**config.mk**
```make
export PLATFORM = sky130hd
export DESIGN_NAME = dso_capture_ctrl
export DESIGN_NICKNAME = d
export VERILOG_FILES = /design/src/rtl/dso_cap_pkg.sv /design/src/rtl/trig_detect.sv /design/src/rtl/dso_capture_ctrl.sv
export SDC_FILE = /design/constraint.sdc
export NUM_CORES = 1
export LEC_CHECK = 0
export ABC_AREA = 1
export CORE_MARGIN = 3
export CORE_UTILIZATION = 35
export CTS_CLUSTER_DIAMETER = 60
export DETAILED_ROUTE_END_ITERATION = 7
export PLACE_DENSITY_LB_ADDON = 0.3
export SLEW_MARGIN = 5
export SYNTH_ARGS = -nofsm -noshare
export SYNTH_HDL_FRONTEND = slang
export SYNTH_SLANG_ARGS = --single-unit
```
**constraint.sdc**
```tcl
create_clock -name clk -period 2.31 [get_ports clk]
set_input_delay 0.231 -clock clk [delete_from_list [all_inputs] [get_ports clk]]
set_output_delay 0.231 -clock clk [all_outputs]
set_load 0.02 [all_outputs]
```
**src/rtl/dso_cap_pkg.sv**
```systemverilog
// Shared constants and types for the DSO acquisition front end.
package dso_cap_pkg;

  localparam int unsigned ADDR_W = 9;
  localparam int unsigned DEPTH  = 2 ** ADDR_W;
  localparam int unsigned DEC_W  = 4;
  localparam int unsigned DCNT_W = 2 ** DEC_W;

  localparam logic EDGE_FALL = 1'b0;
  localparam logic EDGE_RISE = 1'b1;

  typedef enum logic [2:0] {
    IDLE,
    PRE,
    ARMED,
    POST,
    DONE
  } cap_state_e;

endpackage

```
**src/rtl/trig_detect.sv**
```systemverilog
// Trigger source select, 2-FF synchronizer and registered single-cycle edge detect.
module trig_detect
  import dso_cap_pkg::*;
(
  input  logic clk,
  input  logic rst_n,
  input  logic trig1,
  input  logic trig2,
  input  logic src_sel,
  input  logic edge_sel,
  output logic trig_det
);

  logic raw_c;
  logic sync1_q, sync2_q, prev_q;

  assign raw_c = src_sel ? trig2 : trig1;

  // sync2_q is the first metastability-safe stage; prev_q holds its last value.
  always_ff @(posedge clk or negedge rst_n) begin
    if (!rst_n) begin
      sync1_q  <= 1'b0;
      sync2_q  <= 1'b0;
      prev_q   <= 1'b0;
      trig_det <= 1'b0;
    end else begin
      sync1_q  <= raw_c;
      sync2_q  <= sync1_q;
      prev_q   <= sync2_q;
      trig_det <= (edge_sel == EDGE_FALL) ? (prev_q & ~sync2_q) : (sync2_q & ~prev_q);
    end
  end

endmodule

```
**src/rtl/dso_capture_ctrl.sv**
```systemverilog
// Circular pre/post-trigger capture controller driving the shared sample RAMs,
// with host read passthrough while idle.
module dso_capture_ctrl
  import dso_cap_pkg::*;
(
  input  logic              clk,
  input  logic              rst_n,
  output logic              adc_clk,
  input  logic              trig1,
  input  logic              trig2,
  input  logic              trig_src,
  input  logic              trig_edge,
  input  logic [ADDR_W-1:0] trig_pos,
  input  logic [DEC_W-1:0]  decimator,
  input  logic              cap_start,
  input  logic              rd_en,
  input  logic [ADDR_W-1:0] rd_addr,
  output logic              busy,
  output logic              cap_done,
  output logic [ADDR_W-1:0] trig_addr,
  output logic              ram_en,
  output logic              ram_we,
  output logic [ADDR_W-1:0] ram_addr
);

  cap_state_e state_q, state_d;

  logic [DCNT_W-1:0] dec_cnt_q;
  logic [DEC_W-1:0]  dec_q;
  logic              src_q, edge_q;
  logic [ADDR_W-1:0] post_len_q;
  logic [ADDR_W-1:0] wptr_q, cnt_q;
  logic              st_en_q;
  logic [ADDR_W-1:0] st_addr_q;
  logic              trig_det;

  logic              smp_c, idle_c, start_c, store_c, pre_last_c;
  logic [DCNT_W-1:0] dec_mask_c;
  logic [ADDR_W-1:0] p_c;

  trig_detect u_trig (
    .clk      (clk),
    .rst_n    (rst_n),
    .trig1    (trig1),
    .trig2    (trig2),
    .src_sel  (src_q),
    .edge_sel (edge_q),
    .trig_det (trig_det)
  );

  assign smp_c      = ~adc_clk;
  assign idle_c     = (state_q == IDLE) || (state_q == DONE);
  assign start_c    = cap_start && idle_c;
  assign dec_mask_c = (DCNT_W'(1) << dec_q) - DCNT_W'(1);
  assign store_c    = (state_q inside {PRE, ARMED, POST}) && smp_c && ((dec_cnt_q & dec_mask_c) == '0);
  assign p_c        = (trig_pos == '0) ? ADDR_W'(1) : trig_pos;
  // Pre-fill ends on the store that brings the count to DEPTH-P.
  assign pre_last_c = (({1'b0, cnt_q} + {1'b0, post_len_q} + (ADDR_W+1)'(1)) == (ADDR_W+1)'(DEPTH));

  always_ff @(posedge clk or negedge rst_n) begin
    if (!rst_n) state_q <= IDLE;
    else        state_q <= state_d;
  end

  always_comb begin
    state_d = state_q;
    case (state_q)
      IDLE, DONE: if (cap_start) state_d = PRE;
      PRE:        if (store_c && pre_last_c) state_d = ARMED;
      ARMED:      if (trig_det) state_d = POST;
      POST:       if (store_c && (cnt_q == ADDR_W'(1))) state_d = DONE;
      default:    state_d = IDLE;
    endcase
  end

  // Capture datapath: config latch, decimation, write pointer and stage counter.
  always_ff @(posedge clk or negedge rst_n) begin
    if (!rst_n) begin
      adc_clk    <= 1'b0;
      dec_cnt_q  <= '0;
      dec_q      <= '0;
      src_q      <= 1'b0;
      edge_q     <= EDGE_RISE;
      post_len_q <= ADDR_W'(1);
      wptr_q     <= '0;
      cnt_q      <= '0;
      st_en_q    <= 1'b0;
      st_addr_q  <= '0;
      trig_addr  <= '0;
      busy       <= 1'b0;
      cap_done   <= 1'b0;
    end else begin
      adc_clk   <= ~adc_clk;
      st_en_q   <= store_c;
      st_addr_q <= wptr_q;
      busy      <= state_d inside {PRE, ARMED, POST};
      cap_done  <= (state_d == DONE);

      if (start_c)    dec_cnt_q <= '0;
      else if (smp_c) dec_cnt_q <= dec_cnt_q + DCNT_W'(1);

      if (start_c) begin
        dec_q      <= decimator;
        src_q      <= trig_src;
        edge_q     <= trig_edge;
        post_len_q <= p_c;
        wptr_q     <= '0;
        cnt_q      <= '0;
      end else begin
        if (store_c) wptr_q <= wptr_q + ADDR_W'(1);
        case (state_q)
          PRE:     if (store_c) cnt_q <= cnt_q + ADDR_W'(1);
          ARMED:   if (trig_det) cnt_q <= post_len_q;
          POST:    if (store_c) cnt_q <= cnt_q - ADDR_W'(1);
          default: cnt_q <= cnt_q;
        endcase
      end

      // Next write address after the final store is the oldest sample.
      if ((state_q == POST) && (state_d == DONE)) trig_addr <= wptr_q + ADDR_W'(1);
    end
  end

  // The last post-trigger store lands in the first DONE cycle, so a store beats a read.
  assign ram_en   = st_en_q | (idle_c & rd_en);
  assign ram_we   = st_en_q;
  assign ram_addr = (idle_c && !st_en_q) ? rd_addr : st_addr_q;

endmodule

```
==> results.txt <==
Physical implementation status

The layout overhead on the synthesized area stands at 29.6%. The x dimension of the die stands at 121 um. The count of hold-fix buffers inserted at cts stands at 0. The count of final hold-check violations stands at 0. The die height stands at 121 um. The kind of cell with the highest combined delay along the critical path is simple AND/OR/NAND/NOR gates. The post-placement cell area is 5430 sq um.

Summing the areas of all compound-gate instances in the mapped netlist gives approximately 11% of the synthesized area. The run finished with clean final reports. Measured in cells, the most critical reg-to-reg path has a length of 18. The wire length of the first global-routing pass stands at 20.1 mm. In this run the critical register-to-register path is launched from dec_q[3]$_DFFE_PN0P_.

The total DRC errors in the routed layout stands at 0. The share of layout cells above drive strength 1 stands at 14.3%. The cell-internal power stands at between 0.003 and 0.004 W. The maximum level of the CTS H-tree stands at 3. At the worst endpoint, the arrival time is around 2.5 ns.

According to the dpl log, the detail-placed design has an HPWL of 9.04 mm. In the synthesized netlist, the dominant kind of combinational cell is simple AND/OR/NAND/NOR gates. In the finished design, the share of the clock period the worst path needs comes to 99.1%. The data required time of the worst path stands at 2.54 ns.

CTS placed an instance of sky130_fd_sc_hd__clkbuf_16 at the clock tree root. The top cell type's share of synthesized area stands at 40.7%. For reference, simple AND, OR, NAND and NOR cells occupy 28.5% of the area reported after synthesis. The XOR/XNOR share of the synthesized area stands at 2.47%. The violation count after the first detailed-route iteration stands at roughly 190. The cell leakage power stands at approximately 2.9 nW. The detailed router placed between 4000 and 5000 vias in this run.

The via count of the first global-routing pass came to 4134. Setup repair after global routing could not meet its margin everywhere. In this run the register-to-register setup slack is roughly 0.021 ns.

The flow reports power dissipated in sequential cells as 0.00184 W. The worst path in the final design needs a cycle of 2.29 ns, including I/O delays and setup. In this run, power in combinational logic comes to 0.00136 W. Per STA, the endpoint of the critical path is cnt_q[6]$_DFFE_PN0P_. For reference, the post-synthesis area per instance comes to 7.52 sq um. The share of the core filled with cells stands at 46.8%. The synth_stat.txt file lists the number of cells as 613. The setup slack of the critical path after layout stands at 0.0205 ns. Per the STA report, the cell with the highest stage delay on the worst path is sky130_fd_sc_hd__dfrtp_1.
[area by class of cell]
cell class,instances,area [sq um]
Clock buffer,10,229
Clock inverter,6,87.6
Fill cell,1237,6800
Inverter,88,333
Multi-Input combinational cell,435,2340
Sequential cell,77,1930
Tap cell,172,215
Timing Repair Buffer,90,837
[placed cells by master (no fill, tap or decap), types with 9 or more instances in the layout]
| cell | count |
|---|---|
| sky130_fd_sc_hd__dfrtp_1 | 75 |
| sky130_fd_sc_hd__ha_1 | 15 |
| sky130_fd_sc_hd__nor2_1 | 49 |
| sky130_fd_sc_hd__nand4_1 | 11 |
| sky130_fd_sc_hd__xor2_1 | 12 |
| sky130_fd_sc_hd__nand2_2 | 11 |
| sky130_fd_sc_hd__buf_4 | 33 |
| sky130_fd_sc_hd__nand3_1 | 39 |
| sky130_fd_sc_hd__nand2_1 | 165 |
| sky130_fd_sc_hd__nor3_1 | 11 |
| sky130_fd_sc_hd__inv_1 | 85 |
| sky130_fd_sc_hd__a21oi_1 | 23 |
| sky130_fd_sc_hd__clkbuf_16 | 9 |
| sky130_fd_sc_hd__mux2_2 | 10 |
| sky130_fd_sc_hd__o21ai_0 | 32 |
| sky130_fd_sc_hd__clkdlybuf4s50_1 | 51 |
[registers in the layout (all words and copies together) (netlist names), 3 cells and up]
register,cells
st_addr_q,9
cnt_q,9
dec_cnt_q,15
post_len_q,9
trig_addr,9
dec_q,4
wptr_q,9
state_q,3
[per-layer routing]
layer	share of wire, %	wire [um]	vias to the layer above	GRT usage (%)
met5	0	0	-	0
li1	-	-	2160	-
met3	2.5	296	20	2.71
met2	50	5960	57	29.5
met1	45	5430	2026	22.0
met4	2.2	268	0	6.23
Fig. 1: gate-type map
Bar = 20 um.
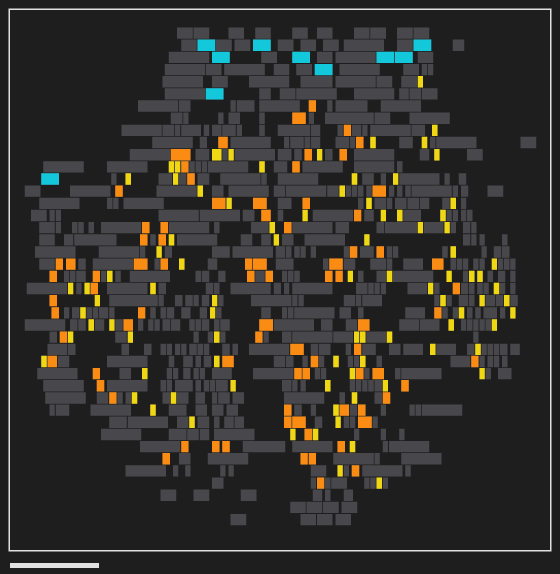
colour	family	cells	most used
cyan	multiplexers	10	mux2_2
orange	inverting AOI/OAI gates	81	o21ai_0
yellow	inverters	88	inv_1
most frequent logic cell in the layout: sky130_fd_sc_hd__nand2_1
Comb area share: 39.2%

Fig. 2: supply network
Pins as bars on the die edge. Tap cells in grey.
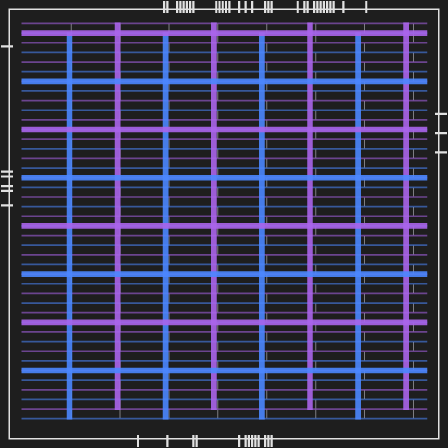
colour	net
purple	VDD
blue	VSS
rows	41
met1 rails	42
signal pins	53
tap cells	172

Fig. 3: clock wires, drivers and flops
Bar = 20 um.
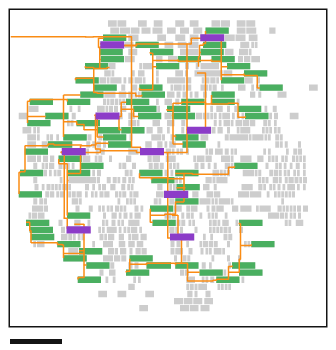
[purple] cells driving clock nets | count: 9
[green] flip-flops | count: 77
[orange] clock wires | length: 1050 um
flops lie	all over the die
routed clock nets	10

Fig. 4: the clock network
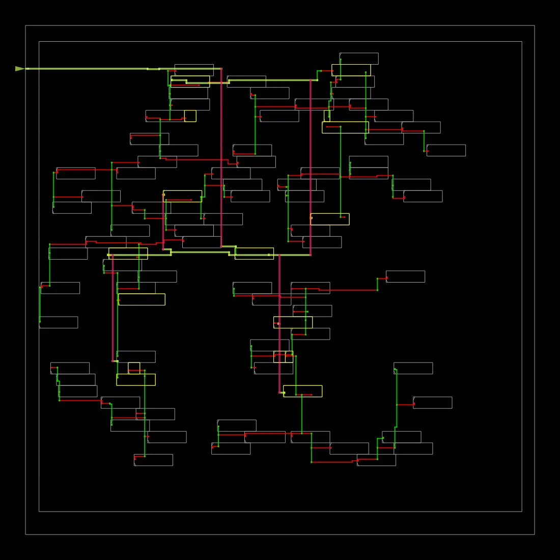
later-pin clock latency in the skew report: 0.34 ns
number of clock sinks: 77
Power Clock: 0.00150 W

No activity file was given, so power comes from the tool's default toggle rates.
